**src/rtl/dac_sample_driver_if.sv**
```systemverilog
// Sample stream from the DDS pipeline into the DAC driver (data/valid/ready).
// Latency: none, wires only.
// Backpressure: S_READY low stalls the source. Transfer happens when S_VALID && S_READY at a clock edge.
interface dac_sample_driver_if #(
    parameter int DATA_W = 10
);
    logic [DATA_W-1:0] S_DATA;
    logic              S_VALID;
    logic              S_READY;

    // Function-generator side drives data/valid and observes ready.
    modport master (
        output S_DATA,
        output S_VALID,
        input  S_READY
    );

    // DAC driver side consumes data/valid and drives ready.
    modport slave (
        input  S_DATA,
        input  S_VALID,
        output S_READY
    );
endinterface

```
**src/rtl/dac_sample_driver.sv**
```systemverilog
// Buffers DDS samples in a small FIFO and drives the DAC bus plus a generated Dac_CLK from PLL_CLK.
// Latency: a sample reaches Dac_DATA at the next load tick (<= DIV cycles once running, DIV after leaving IDLE).
// Backpressure: S_READY = level < DEPTH. Build option OFFSET_BINARY_EN converts two's-complement input to offset binary.
module dac_sample_driver #(
    parameter int DATA_W = 10,
    parameter int DEPTH  = 8,
    parameter int DIV    = 4,
    parameter int PRIME  = 4
) (
    input  logic                    PLL_CLK,
    input  logic                    RESET,
    input  logic                    ENABLE,
    dac_sample_driver_if.slave      s_if,
    output logic                    Dac_CLK,
    output logic [DATA_W-1:0]       Dac_DATA,
    output logic                    UNDERFLOW,
    output logic [$clog2(DEPTH):0]  FIFO_LEVEL
);

    localparam int AW = $clog2(DEPTH);
    localparam int LW = AW + 1;
    localparam int CW = $clog2(DIV);

    // Mid-scale code: the DAC rests here in IDLE and after reset.
    localparam logic [DATA_W-1:0] MID       = {1'b1, {(DATA_W-1){1'b0}}};
    localparam logic [CW-1:0]     CNT_HALF  = CW'(DIV / 2 - 1);
    localparam logic [CW-1:0]     CNT_LAST  = CW'(DIV - 1);
    localparam logic [LW-1:0]     LVL_FULL  = LW'(DEPTH);
    localparam logic [LW-1:0]     LVL_PRIME = LW'(PRIME);

    typedef enum logic [0:0] {
        ST_IDLE = 1'b0,
        ST_RUN  = 1'b1
    } state_t;

    state_t            state_q, state_d;
    logic [CW-1:0]     cnt_q, cnt_d;
    logic              dac_clk_q, dac_clk_d;
    logic [DATA_W-1:0] dac_data_q, dac_data_d;
    logic              underflow_q, underflow_d;

    // Pointers carry one extra wrap bit so full and empty are distinguishable.
    logic [LW-1:0]     wr_ptr_q, wr_ptr_d;
    logic [LW-1:0]     rd_ptr_q, rd_ptr_d;
    logic [DATA_W-1:0] mem_q [DEPTH];

    logic [LW-1:0]     level;
    logic              fifo_rdy;
    logic              push;
    logic              pop;
    logic              load_tick;
    logic              half_tick;
    logic [DATA_W-1:0] head_sample;

    // Input coding: optionally flip the MSB to turn two's complement into offset binary.
    function automatic logic [DATA_W-1:0] to_dac(input logic [DATA_W-1:0] s);
`ifdef OFFSET_BINARY_EN
        return {~s[DATA_W-1], s[DATA_W-2:0]};
`else
        return s;
`endif
    endfunction

    // Occupancy and handshake. Ready ignores a same-cycle pop, so a full FIFO always stalls the source.
    assign level       = wr_ptr_q - rd_ptr_q;
    assign fifo_rdy    = (level < LVL_FULL);
    assign push        = s_if.S_VALID && fifo_rdy;
    assign head_sample = mem_q[rd_ptr_q[AW-1:0]];

    // Period phase decode. The load tick is the last PLL_CLK cycle of each Dac_CLK period.
    assign half_tick = (state_q == ST_RUN) && (cnt_q == CNT_HALF);
    assign load_tick = (state_q == ST_RUN) && (cnt_q == CNT_LAST);

    // Sample storage. Not reset, because a reset empties the FIFO through its pointers.
    always_ff @(posedge PLL_CLK) begin
        if (push) begin
            mem_q[wr_ptr_q[AW-1:0]] <= s_if.S_DATA;
        end
    end

    // FIFO pointer next-state. A push and a pop in the same cycle both take effect.
    always_comb begin
        wr_ptr_d = wr_ptr_q;
        rd_ptr_d = rd_ptr_q;
        if (push) begin
            wr_ptr_d = wr_ptr_q + LW'(1);
        end
        if (pop) begin
            rd_ptr_d = rd_ptr_q + LW'(1);
        end
    end

    // Sequencer next-state: divider count, DAC clock, DAC data, sticky underflow and pop request.
    always_comb begin
        state_d     = state_q;
        cnt_d       = cnt_q;
        dac_clk_d   = dac_clk_q;
        dac_data_d  = dac_data_q;
        underflow_d = underflow_q;
        pop         = 1'b0;

        case (state_q)
            ST_IDLE: begin
                cnt_d      = '0;
                dac_clk_d  = 1'b0;
                dac_data_d = MID;
                // Wait for enough samples to ride out start-up jitter from the source.
                if (ENABLE && (level >= LVL_PRIME)) begin
                    state_d = ST_RUN;
                end
            end

            ST_RUN: begin
                cnt_d = load_tick ? '0 : cnt_q + CW'(1);

                if (half_tick) begin
                    dac_clk_d = 1'b1;
                end

                if (load_tick) begin
                    // Data moves with the falling Dac_CLK edge, giving the DAC a half period of setup.
                    dac_clk_d = 1'b0;
                    if (!ENABLE) begin
                        // A stop request only takes effect here, so the last period always completes.
                        dac_data_d = MID;
                        state_d    = ST_IDLE;
                    end else if (level != '0) begin
                        pop        = 1'b1;
                        dac_data_d = to_dac(head_sample);
                    end else begin
                        // Starved: keep the last code on the bus and flag it until the next reset.
                        underflow_d = 1'b1;
                    end
                end
            end

            default: begin
                state_d = ST_IDLE;
            end
        endcase
    end

    // State registers with synchronous reset. Reset discards FIFO contents and parks the DAC at mid-scale.
    always_ff @(posedge PLL_CLK) begin
        if (RESET) begin
            state_q     <= ST_IDLE;
            cnt_q       <= '0;
            dac_clk_q   <= 1'b0;
            dac_data_q  <= MID;
            underflow_q <= 1'b0;
            wr_ptr_q    <= '0;
            rd_ptr_q    <= '0;
        end else begin
            state_q     <= state_d;
            cnt_q       <= cnt_d;
            dac_clk_q   <= dac_clk_d;
            dac_data_q  <= dac_data_d;
            underflow_q <= underflow_d;
            wr_ptr_q    <= wr_ptr_d;
            rd_ptr_q    <= rd_ptr_d;
        end
    end

    assign s_if.S_READY = fifo_rdy;
    assign Dac_CLK      = dac_clk_q;
    assign Dac_DATA     = dac_data_q;
    assign UNDERFLOW    = underflow_q;
    assign FIFO_LEVEL   = level;

endmodule

```
**src/flat_wrapper.sv**
```systemverilog
// flat-port wrapper written by rule: the top's interface ports become plain ports
module dac_sample_driver_flat 
#(
    parameter int DATA_W = 10,
    parameter int DEPTH  = 8,
    parameter int DIV    = 4,
    parameter int PRIME  = 4
)
  (PLL_CLK, RESET, ENABLE, Dac_CLK, Dac_DATA, UNDERFLOW, FIFO_LEVEL, s_if_S_DATA, s_if_S_VALID, s_if_S_READY);
  dac_sample_driver_if #(.DATA_W(DATA_W)) s_if_i ();
  input  logic PLL_CLK;
  input  logic RESET;
  input  logic ENABLE;
  output logic Dac_CLK;
  output logic [DATA_W-1:0] Dac_DATA;
  output logic UNDERFLOW;
  output logic [$clog2(DEPTH):0] FIFO_LEVEL;
  input wire logic [$bits(s_if_i.S_DATA)-1:0] s_if_S_DATA;
  input wire logic [$bits(s_if_i.S_VALID)-1:0] s_if_S_VALID;
  output wire logic [$bits(s_if_i.S_READY)-1:0] s_if_S_READY;
  assign s_if_i.S_DATA = s_if_S_DATA;
  assign s_if_i.S_VALID = s_if_S_VALID;
  assign s_if_S_READY = s_if_i.S_READY;
  dac_sample_driver #(.DATA_W(DATA_W), .DEPTH(DEPTH), .DIV(DIV), .PRIME(PRIME)) u_core (.PLL_CLK(PLL_CLK), .RESET(RESET), .ENABLE(ENABLE), .s_if(s_if_i), .Dac_CLK(Dac_CLK), .Dac_DATA(Dac_DATA), .UNDERFLOW(UNDERFLOW), .FIFO_LEVEL(FIFO_LEVEL));
endmodule
```
**config.mk**
```make
export PLATFORM = sky130hd
export DESIGN_NAME = dac_sample_driver_flat
export DESIGN_NICKNAME = d
export VERILOG_FILES = /design/src/rtl/dac_sample_driver_if.sv /design/src/rtl/dac_sample_driver.sv /design/src/flat_wrapper.sv
export SDC_FILE = /design/constraint.sdc
export NUM_CORES = 1
export LEC_CHECK = 0
export CELL_PAD_IN_SITES_DETAIL_PLACEMENT = 2
export CELL_PAD_IN_SITES_GLOBAL_PLACEMENT = 2
export CORE_MARGIN = 2
export CORE_UTILIZATION = 45
export CTS_CLUSTER_DIAMETER = 120
export CTS_CLUSTER_SIZE = 14
export DETAILED_ROUTE_END_ITERATION = 8
export DONT_BUFFER_PORTS = 1
export GPL_TIMING_DRIVEN = 0
export PLACE_DENSITY = 0.75
export SETUP_SLACK_MARGIN = 0.5
export SLEW_MARGIN = 20
export SYNTH_ARGS = -nofsm -noshare
export SYNTH_HDL_FRONTEND = slang
export SYNTH_SLANG_ARGS = --single-unit
```
**constraint.sdc**
```tcl
create_clock -name PLL_CLK -period 3.59 [get_ports PLL_CLK]
set_clock_uncertainty 0.05 [all_clocks]
set_input_delay 0.718 -clock PLL_CLK [delete_from_list [all_inputs] [get_ports PLL_CLK]]
set_output_delay 0.718 -clock PLL_CLK [all_outputs]
set_load 0.02 [all_outputs]
```
Figure 1. Supply network (run 1).
Scale bar: 20 um. Pins as bars on the die edge. Tap cells in grey.
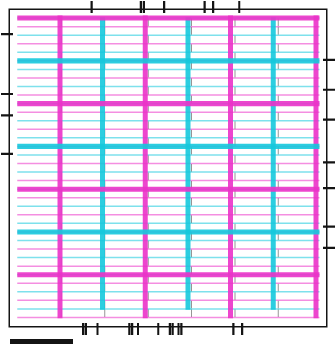
[VDD] cyan
[VSS] magenta
met1 rails: 36
tap cells: 111
rows: 35

Figure 2. Placement by cell class (run 1).
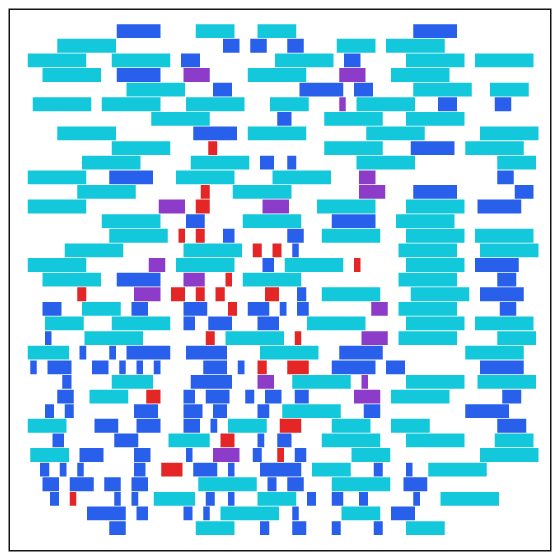
[all other logic] blue | cells: 128
[other buffers and delay cells] red | cells: 25
[flops] cyan | cells: 106
[clock drivers and dummy loads] purple | cells: 16

Figure 3. Clock distribution (run 1).
Scale bar: 20 um.
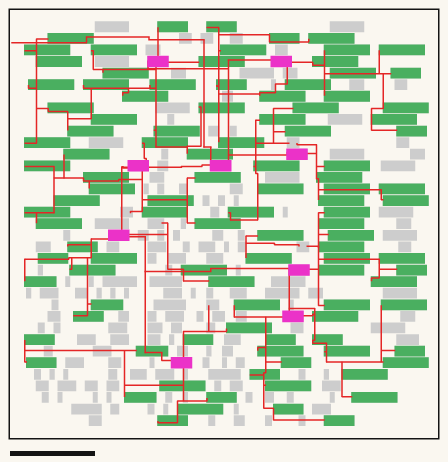
[clock wires] red | length: 1200 um
[cells driving clock nets] magenta | count: 9
[flip-flops] green | count: 106
flops lie: widely spread
routed clock nets: 10

Figure 4. Wiring by layer (run 1).
Scale bar: 20 um. Only two layers are drawn.
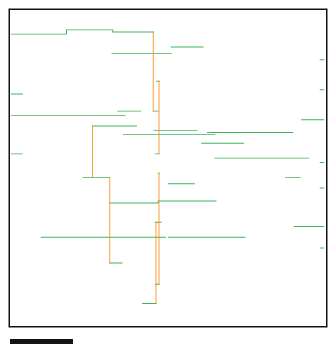
[met4] orange | wire length: 153 um
[met3] green | wire length: 411 um

==> metrics.csv, run 1 <==
stage;metric;value;unit
clocking;post_cts_resized;8;
grt;grt_max_degree;19;
synthesis;synth.area.top_cells;edfxtp_1 (57%), dfxtp_1 (12%), mux4_2 (9.7%), mux2i_1 (2.4%), ha_1 (2.1%);
detailed_routing;drt-initial-drc-count;71;
power;p_leak;1.49;nW
worst_setup_path;crit_type;flip-flop to output port;
worst_setup_path;cp_cell_sequence;inv_1 > ha_1 > and3b_4 > or3_1 > buf_6 > and2_2 > inv_4;
power;combPwrFrac;7.1;%
worst_hold_path;worstHoldEndpoint;u_core.mem_q[7][2];
sta;hold_viol_final;0;
synthesis;adder_share;2.57;%
clocking;clk_pin_slew;110;ps
sta;fin_crit;3030;ps
sta;period_used_share;84.3;%
synthesis;synth_cell_types;43;
power;pwr-share-seq;62.2;%
clocking;cts.sinks;106;
worst_setup_path;cp-end-kind;output port;
die;core;9150;um^2
detailed_routing;wl_met3;410;um
layout;buf_share;3.19;%
layout;finish.utilization;51.0;%
power;peakVddDrop;0.208;mV
run_status;status;complete, no violations;
sta;final.setup.tns;0;ps
synthesis;syn_nets;267;
worst_setup_path;critical_path.max_fanout;5;
power;pg_seq;1.38;mW
grt;gr-usage-met1;27.2;%
detailed_routing;num_vias;2236;
power;p_switching;0.541;mW
detailed_routing;drt_wl_total;9660;um
==> run 2: changes to the inputs <==
CORE_UTILIZATION = 42   (was 45)
PLACE_DENSITY = 0.73   (was 0.75)
clock period = 2.7 ns   (was 3.59 ns; I/O delays follow)
==> metrics.csv, run 2 <==
stage;metric;value;unit;change
synthesis;adder_share;2.57;%;unchanged
detailed_routing;drt_wl_total;12700;um;+32%
grt;gr-usage-met1;29.5;%;+2.3 points
power;pwr-share-seq;56.9;%;-5.3 points
synthesis;synth.area.top_cells;edfxtp_1 (57%), dfxtp_1 (12%), mux4_2 (9.7%), mux2i_1 (2.4%), ha_1 (2.1%);;
detailed_routing;num_vias;2483;;+11%
detailed_routing;drt-initial-drc-count;158;;+120%
detailed_routing;wl_met3;387;um;-5.6%
worst_hold_path;worstHoldEndpoint;u_core.mem_q[2][9];;
worst_setup_path;cp-end-kind;output port;;
die;core;9730;um^2;+6.3%
worst_setup_path;crit_type;flip-flop to output port;;
synthesis;synth_cell_types;43;;unchanged
power;p_switching;0.865;mW;+60%
power;pg_seq;1.83;mW;+33%
sta;period_used_share;95.6;%;
grt;grt_max_degree;21;;+2
layout;buf_share;12.4;%;+9.2 points
worst_setup_path;critical_path.max_fanout;4;;-1
clocking;clk_pin_slew;120;ps;about the same
power;peakVddDrop;0.249;mV;+19%
power;combPwrFrac;12.3;%;+5.2 points
run_status;status;complete, no violations;;
Figure 5. Wiring by layer (run 2).
Scale bar: 20 um. Only two layers are drawn.
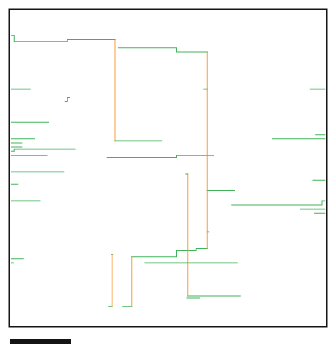
[met3] green | wire length: 388 um
[met4] orange | wire length: 171 um

Figure 6. Placement by cell class (run 2).
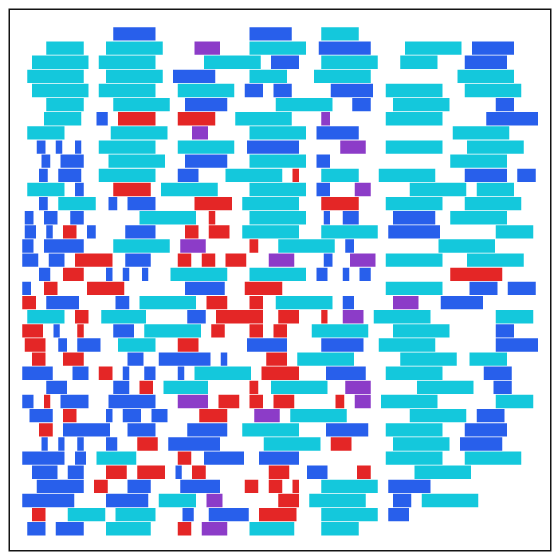
final core area utilization: 58.1%
# rows: 36

Power and IR drop assume default switching activity.
